Fig. 1: run 1, sequential cells grouped by signal name
Other sequential cells in the stronger gray, the rest of the logic in the fainter gray.
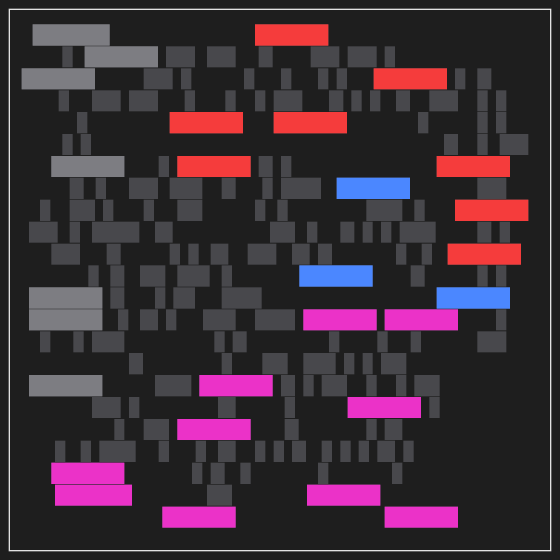
Fig. 2: run 1, clock routing
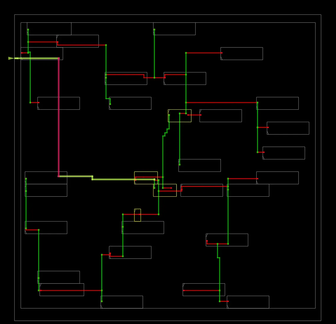
Fig. 3: run 1, placement by cell class
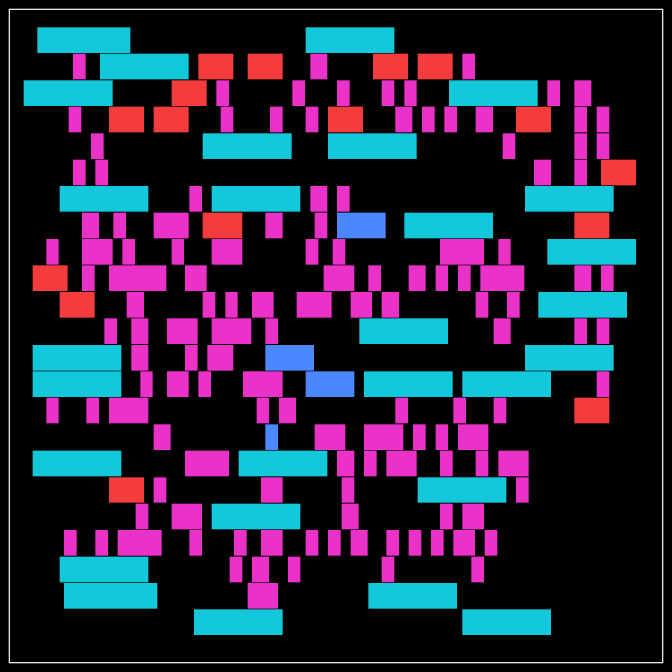
Fig. 4: run 1, clock distribution
Scale bar: 20 um.
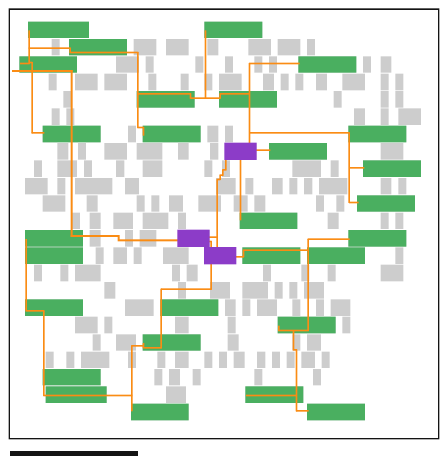
--- src/rtl/fifo_uart_pkg.sv ---
// ============================================================================
// Module : fifo_uart_pkg
// Brief  : Shared FSM encoding and UART constants for the FIFO-fed UART TX.
// Rev    : 1.0
// ============================================================================
`default_nettype none

package fifo_uart_pkg;

    typedef enum logic [2:0] {
        ST_IDLE   = 3'd0,
        ST_START  = 3'd1,
        ST_DATA   = 3'd2,
        ST_PARITY = 3'd3,
        ST_STOP   = 3'd4
    } state_t;

    // 100 MHz system clock / 115200 baud
    localparam int   c_CLKS_PER_BIT_DEFAULT = 868;
    localparam logic c_UART_IDLE            = 1'b1;

endpackage

`default_nettype wire

--- src/rtl/fifo_uart_tx_if.sv ---
// ============================================================================
// Module : fifo_uart_tx_if
// Brief  : FIFO read-side bundle; master = byte consumer, slave = FIFO.
// Rev    : 1.0
// ============================================================================
`default_nettype none

interface fifo_uart_tx_if #(
    parameter int DATA_WIDTH = 8
);
    logic [DATA_WIDTH-1:0] fifo_data;
    logic                  fifo_empty;
    logic                  fifo_busy;
    logic                  fifo_pop;

    modport master (
        input  fifo_data,
        input  fifo_empty,
        input  fifo_busy,
        output fifo_pop
    );

    modport slave (
        output fifo_data,
        output fifo_empty,
        output fifo_busy,
        input  fifo_pop
    );
endinterface

`default_nettype wire

--- src/rtl/fifo_uart_tx_baud_gen.sv ---
// ============================================================================
// Module : uart_baud_gen
// Brief  : Bit-period counter with synchronous clear and end-of-bit tick.
// Rev    : 1.0
// ============================================================================
`default_nettype none

module uart_baud_gen
    import fifo_uart_pkg::*;
#(
    parameter int CLKS_PER_BIT = c_CLKS_PER_BIT_DEFAULT,
    parameter int CNT_W        = $clog2(CLKS_PER_BIT)
) (
    input  wire logic             clock,
    input  wire logic             reset,
    input  wire logic             clear,
    output logic                  bit_tick,
    output logic [CNT_W-1:0]      count
);

    localparam logic [CNT_W-1:0] c_LAST = CNT_W'(CLKS_PER_BIT - 1);

    logic [CNT_W-1:0] r_count;

    // Wrap on tick so consecutive DATA bits restart without a state change
    always_ff @(posedge clock or posedge reset) begin
        if (reset) begin
            r_count <= '0;
        end else if (clear || bit_tick) begin
            r_count <= '0;
        end else begin
            r_count <= r_count + 1'b1;
        end
    end

    assign bit_tick = (r_count == c_LAST);
    assign count    = r_count;

endmodule

`default_nettype wire

--- src/rtl/fifo_uart_tx.sv ---
// ============================================================================
// Module : fifo_uart_tx
// Brief  : Drains a byte FIFO and serialises each byte as an 8N1 UART frame.
//          Define FIFO_UART_TX_PARITY_EN for an even-parity (8E1) frame.
// Rev    : 1.0
// ============================================================================
`default_nettype none

module fifo_uart_tx
    import fifo_uart_pkg::*;
#(
    parameter int DATA_WIDTH   = 8,
    parameter int CLKS_PER_BIT = c_CLKS_PER_BIT_DEFAULT
) (
    input  wire logic       clock,
    input  wire logic       reset,
    fifo_uart_tx_if.master  fifo,
    output logic            tx,
    output logic            tx_active,
    output logic            tx_done
);

    localparam int CNT_W = $clog2(CLKS_PER_BIT);
    localparam int BIT_W = $clog2(DATA_WIDTH);
    localparam logic [BIT_W-1:0] c_LAST_BIT = BIT_W'(DATA_WIDTH - 1);
    localparam logic [CNT_W-1:0] c_DONE_CNT = CNT_W'(CLKS_PER_BIT - 2);

    state_t                r_state, w_state_next;
    logic [DATA_WIDTH-1:0] r_shift, w_shift_next;
    logic [BIT_W-1:0]      r_bit,   w_bit_next;
    logic [CNT_W-1:0]      w_count;
    logic                  w_tick, w_clear, w_accept, w_tx_next;
    logic                  r_tx, r_active, r_done, r_pop;
`ifdef FIFO_UART_TX_PARITY_EN
    logic                  r_parity, w_parity_next;
`endif

    uart_baud_gen #(
        .CLKS_PER_BIT (CLKS_PER_BIT),
        .CNT_W        (CNT_W)
    ) u_baud (
        .clock    (clock),
        .reset    (reset),
        .clear    (w_clear),
        .bit_tick (w_tick),
        .count    (w_count)
    );

    always_comb begin
        w_state_next = r_state;
        w_shift_next = r_shift;
        w_bit_next   = r_bit;
        w_accept     = 1'b0;
`ifdef FIFO_UART_TX_PARITY_EN
        w_parity_next = r_parity;
`endif
        case (r_state)
            ST_IDLE: begin
                if (!fifo.fifo_empty && !fifo.fifo_busy) begin
                    w_accept     = 1'b1;
                    w_state_next = ST_START;
                    w_shift_next = fifo.fifo_data;
                    w_bit_next   = '0;
`ifdef FIFO_UART_TX_PARITY_EN
                    w_parity_next = ^fifo.fifo_data;
`endif
                end
            end
            ST_START: begin
                if (w_tick) w_state_next = ST_DATA;
            end
            ST_DATA: begin
                if (w_tick) begin
                    w_shift_next = r_shift >> 1;
                    if (r_bit == c_LAST_BIT) begin
`ifdef FIFO_UART_TX_PARITY_EN
                        w_state_next = ST_PARITY;
`else
                        w_state_next = ST_STOP;
`endif
                    end else begin
                        w_bit_next = r_bit + 1'b1;
                    end
                end
            end
`ifdef FIFO_UART_TX_PARITY_EN
            ST_PARITY: begin
                if (w_tick) w_state_next = ST_STOP;
            end
`endif
            ST_STOP: begin
                if (w_tick) w_state_next = ST_IDLE;
            end
            default: w_state_next = ST_IDLE;
        endcase

        // Outputs are registered, so the line level is derived from the next state
        w_tx_next = c_UART_IDLE;
        case (w_state_next)
            ST_START:  w_tx_next = 1'b0;
            ST_DATA:   w_tx_next = w_shift_next[0];
`ifdef FIFO_UART_TX_PARITY_EN
            ST_PARITY: w_tx_next = r_parity;
`endif
            default:   w_tx_next = c_UART_IDLE;
        endcase

        w_clear = (w_state_next != r_state) || (r_state == ST_IDLE);
    end

    always_ff @(posedge clock or posedge reset) begin
        if (reset) begin
            r_state  <= ST_IDLE;
            r_shift  <= '0;
            r_bit    <= '0;
            r_tx     <= c_UART_IDLE;
            r_active <= 1'b0;
            r_done   <= 1'b0;
            r_pop    <= 1'b0;
`ifdef FIFO_UART_TX_PARITY_EN
            r_parity <= 1'b0;
`endif
        end else begin
            r_state  <= w_state_next;
            r_shift  <= w_shift_next;
            r_bit    <= w_bit_next;
            r_tx     <= w_tx_next;
            r_active <= (w_state_next != ST_IDLE);
            r_done   <= (r_state == ST_STOP) && (w_count == c_DONE_CNT);
            r_pop    <= w_accept;
`ifdef FIFO_UART_TX_PARITY_EN
            r_parity <= w_parity_next;
`endif
        end
    end

    assign tx            = r_tx;
    assign tx_active     = r_active;
    assign tx_done       = r_done;
    assign fifo.fifo_pop = r_pop;

endmodule

`default_nettype wire

--- src/flat_wrapper.sv ---
// flat-port wrapper written by rule: the top's interface ports become plain ports
module fifo_uart_tx_flat import fifo_uart_pkg::*;
#(
    parameter int DATA_WIDTH   = 8,
    parameter int CLKS_PER_BIT = c_CLKS_PER_BIT_DEFAULT
)
  (clock, reset, tx, tx_active, tx_done, fifo_fifo_data, fifo_fifo_empty, fifo_fifo_busy, fifo_fifo_pop);
  fifo_uart_tx_if #(.DATA_WIDTH(DATA_WIDTH)) fifo_i ();
  input  wire logic clock;
  input  wire logic reset;
  output logic tx;
  output logic tx_active;
  output logic tx_done;
  input wire logic [$bits(fifo_i.fifo_data)-1:0] fifo_fifo_data;
  input wire logic [$bits(fifo_i.fifo_empty)-1:0] fifo_fifo_empty;
  input wire logic [$bits(fifo_i.fifo_busy)-1:0] fifo_fifo_busy;
  output wire logic [$bits(fifo_i.fifo_pop)-1:0] fifo_fifo_pop;
  assign fifo_i.fifo_data = fifo_fifo_data;
  assign fifo_i.fifo_empty = fifo_fifo_empty;
  assign fifo_i.fifo_busy = fifo_fifo_busy;
  assign fifo_fifo_pop = fifo_i.fifo_pop;
  fifo_uart_tx #(.DATA_WIDTH(DATA_WIDTH), .CLKS_PER_BIT(CLKS_PER_BIT)) u_core (.clock(clock), .reset(reset), .fifo(fifo_i), .tx(tx), .tx_active(tx_active), .tx_done(tx_done));
endmodule
--- config.mk ---
export PLATFORM = sky130hd
export DESIGN_NAME = fifo_uart_tx_flat
export DESIGN_NICKNAME = d
export VERILOG_FILES = /design/src/rtl/fifo_uart_pkg.sv /design/src/rtl/fifo_uart_tx_if.sv /design/src/rtl/fifo_uart_tx_baud_gen.sv /design/src/rtl/fifo_uart_tx.sv /design/src/flat_wrapper.sv
export SDC_FILE = /design/constraint.sdc
export NUM_CORES = 1
export LEC_CHECK = 0
export ABC_AREA = 1
export CAP_MARGIN = 20
export CELL_PAD_IN_SITES_DETAIL_PLACEMENT = 1
export CELL_PAD_IN_SITES_GLOBAL_PLACEMENT = 2
export CORE_MARGIN = 1
export CORE_UTILIZATION = 33
export DETAILED_ROUTE_END_ITERATION = 8
export GPL_TIMING_DRIVEN = 0
export PLACE_DENSITY_LB_ADDON = 0.1
export SLEW_MARGIN = 25
export SYNTH_ARGS = -nofsm -noshare
export SYNTH_HDL_FRONTEND = slang
export SYNTH_SLANG_ARGS = --single-unit
--- constraint.sdc ---
create_clock -name clock -period 1.8 [get_ports clock]
set_clock_uncertainty 0.05 [all_clocks]
set_input_delay 0.27 -clock clock [delete_from_list [all_inputs] [get_ports clock]]
set_output_delay 0.27 -clock clock [all_outputs]
set_load 0.005 [all_outputs]
==> summary.txt, run 1 <==
Status of the implementation.

- The cell count in the Yosys report is between 150 and 200, for reference.
- The top fanout value on the critical path is 1, for reference.
- The number of global-route vias before repair came to ~1,100.
- In the final report, the number of hold violations comes to 0.
- In this run the vertical extent of the chip is between 60 and 70 um.
- Summed over all routing layers, the global router reports a total usage of 0.155.
- The total DRC errors in the routed layout is 0, for reference.
- For the combinational group, total power comes out at 0.319 mW.
- Per the detail_route report, routed wire per instance is 12.7 um.
- Synthesis handed over a netlist of 160 instances.
- TritonCTS built the clock tree.
- 0 antenna diodes ended up in the layout.
- Per the post-synthesis stats, the area per cell is a little under 9 um^2.
- The worst path meets setup with 0.195 ns of slack.
- For this run, the register share of the synthesized area comes to 0.503.
- The number of flops mapped to enable cells by yosys is 0, for reference.
- The cell-mix breakdown from Yosys lists the XOR/XNOR area share as 0.0377.
- STA classifies the critical path endpoint as a primary output.
- The run finished with clean final reports.
- The clock-pin slew on the worst setup and hold paths is 0.09 ns, for reference.
- The highest-count logic cell in the final layout is sky130_fd_sc_hd__nand2_1, for reference.
- Looking at the setup timing report, the critical path kind is flip-flop to primary output.
- Max-slew check failures listed in the final report amount to 0.
- The final report lists a non-filler cell total of 229.
- The final layout reports a setup TNS of 0 ns.
- In this run the power spent charging and discharging nets is between 0.4 and 0.5 mW.
- The fraction of met2 tracks used by global routing is 0.258, for reference.
- The area fraction of the largest cell type after synthesis is 0.484.
Notes on Fig. 1 above:
- blue: u_core.r_bit (placed flops 3)
- red: u_core.r_shift (placed flops 8)
- magenta: u_core.u_baud.count (placed flops 10)
- not colored: 7
Seq group: 0.851 mW
proportion of cell area occupied by registers: 0.425

Notes on Fig. 2 above:
Seq Cell Count: 28
Clk Latency, worst-skew pair: 0.27 ns

Notes on Fig. 3 above:
- magenta: all other logic (cells 131; share of their area 43%)
- blue: clock drivers and dummy loads (cells 4; share of their area 2.8%)
- red: other buffers and delay cells (cells 16; share of their area 10%)
- cyan: flops (cells 28; share of their area 44%)
design area: 1650 um^2
Core Area: 4030 um^2
std cell rows: 23
post-route core utilization: 0.411

Notes on Fig. 4 above:
- green: flip-flops (count 28)
- purple: cells driving clock nets (count 3)
- orange: clock wires (length 379 um)
- routed clock nets: 4
Clk network pwr share: 0.228
Power Clock: 0.345 mW

## run 1: worst paths after layout
| kind | startpoint | end | slack [ns] | depth (start not counted) |
|---|---|---|---|---|
| worst max-delay path | u_core.tx | tx | 0.19 | 1 |
| worst min-delay path | reset | u_core.r_bit[2] | 0.33 | 2 |
| worst max register to register | u_core.u_baud.count[0] | u_core.u_baud.count[9] | 0.23 | 8 |
| worst min register to register | u_core.r_shift[7] | u_core.r_shift[7] | 0.43 | 2 |
| max in group asynchronous | reset | u_core.u_baud.count[0] | 0.94 | 2 |
| min in group clock | u_core.r_shift[7] | u_core.r_shift[7] | 0.43 | 2 |
## run 1: cell type report
type                       count  area (um^2)
clock buffer                   4         45.0
fill                         500         2370
tap                           50         62.6
multi-input combinational    115          622
buffer                         1         11.3
inverter                      16         60.1
sequential                    28          703
timing repair buffer          15          150
==> run 2: changes to the inputs <==
Settings changed: SETUP_SLACK_MARGIN set to 0.2.
Fig. 5: run 2, sequential cells grouped by signal name
Other sequential cells in the stronger gray, the rest of the logic in the fainter gray.
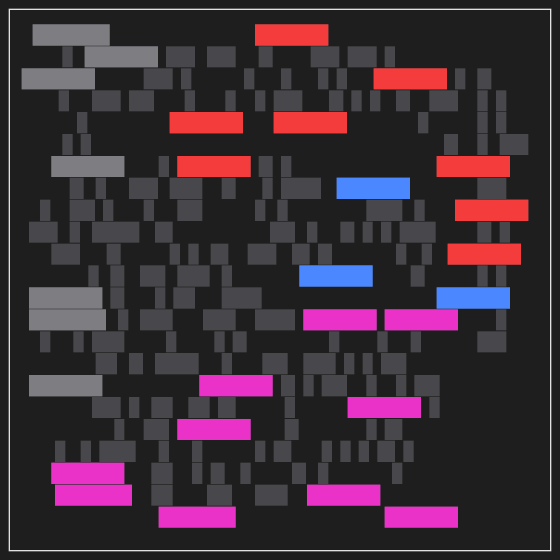
- red: u_core.r_shift (placed flops 8)
- magenta: u_core.u_baud.count (placed flops 10)
- blue: u_core.r_bit (placed flops 3)
Seq group: 0.846 mW
post-route core utilization: 0.424

==> summary.txt, run 2 <==
Status of the implementation.

- The flow ran to the end, and the final reports show no timing, DRC or antenna violations.
- The die span in y is 67.0 um (unchanged), for reference.
- The aggregate negative setup slack was 0 ns (unchanged).
- The number of sequential cells in the layout is 28 (unchanged).
- The fraction of met2 tracks used by global routing came to 0.260 (+0.00250).
- The count of non-CTS buffers in the layout is 21 (+5).
- The number of filler cells placed in the layout is 495 (-1.0%), for reference.
- The clock network latency to the later pin of the worst-skew pair is 0.27 ns (about the same), for reference.
- The number of global-route vias before repair is 1,139 (+0.35%), for reference.
- The all-layer global routing usage is 0.156 (+0.000720), for reference.
- The reg-to-reg critical path startpoint is u_core.u_baud.count[0], for reference.
- Leaving out fill and tap cells, the most frequent cell in the layout is sky130_fd_sc_hd__nand2_1.
- The fraction of standard cell area that is sequential is 0.413 (-0.0119), for reference.
- The endpoint of the most critical setup path is u_core.tx_active, for reference.
- The share of the final layout cell area in multi-input gates is 0.373 (-0.00305), for reference.
- The inverter count of the layout excluding clock inverters came to 16 (unchanged).
- The cell count after synthesis is 160 (unchanged).
- The worst-case register-to-register setup slack came to 0.32 ns (+0.09 ns).
- The number of placement rows is 23 (unchanged).
- The count of endpoints failing hold in the final timing report is 0 (unchanged), for reference.
- The total number of tap cells is 50 (unchanged), for reference.
- The top fanout value on the critical path is 7 (+6).
- The average cell area after synthesis is 8.72 um^2 (unchanged).
- The placeable core region was 4030 um^2 (unchanged).
- The area taken by flip-flops and latches is 706 um^2 (+0.36%), for reference.
Fig. 6: run 2, clock distribution
Scale bar: 20 um.
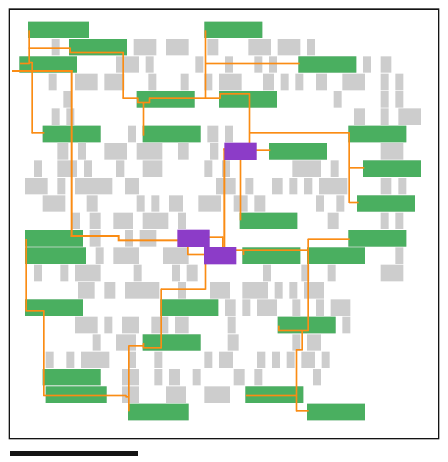
- purple: cells driving clock nets (count 3)
- orange: clock wires (length 385 um)
- green: flip-flops (count 28)
- routed clock nets: 4
- flops lie: widely spread
Clk network pwr share: 0.217
Power Clock: 0.349 mW

==> run 2: stage by stage <==
step / worst slack (ns) / hold WS, ns / area (um^2) / cells / utilization
after floorplan: 0.411 / 0.285 / 1400 / 160 / -
after global placement: 0.136 / 0.407 / 1610 / 225 / 0.399
after detailed placement: 0.153 / 0.412 / 1610 / 225 / 0.399
after CTS: 0.202 / 0.354 / 1660 / 229 / 0.411
after global routing: 0.182 / 0.402 / 1710 / 234 / 0.424
final: 0.317 / 0.330 / 1710 / 234 / 0.424
==> run 2: cell families after synthesis <==
family          count (synthesis)
compound gates                 12
xor+xnor                        6
fa+ha+maj                       4
buf+inv                        17
flops                          28
simple gates                   93
==> run 2: power breakdown <==
group          switching [mW]  internal, mW
combinational           0.208         0.204
sequential             0.0915         0.755
clock                   0.190         0.159
Power and IR drop assume default switching activity.
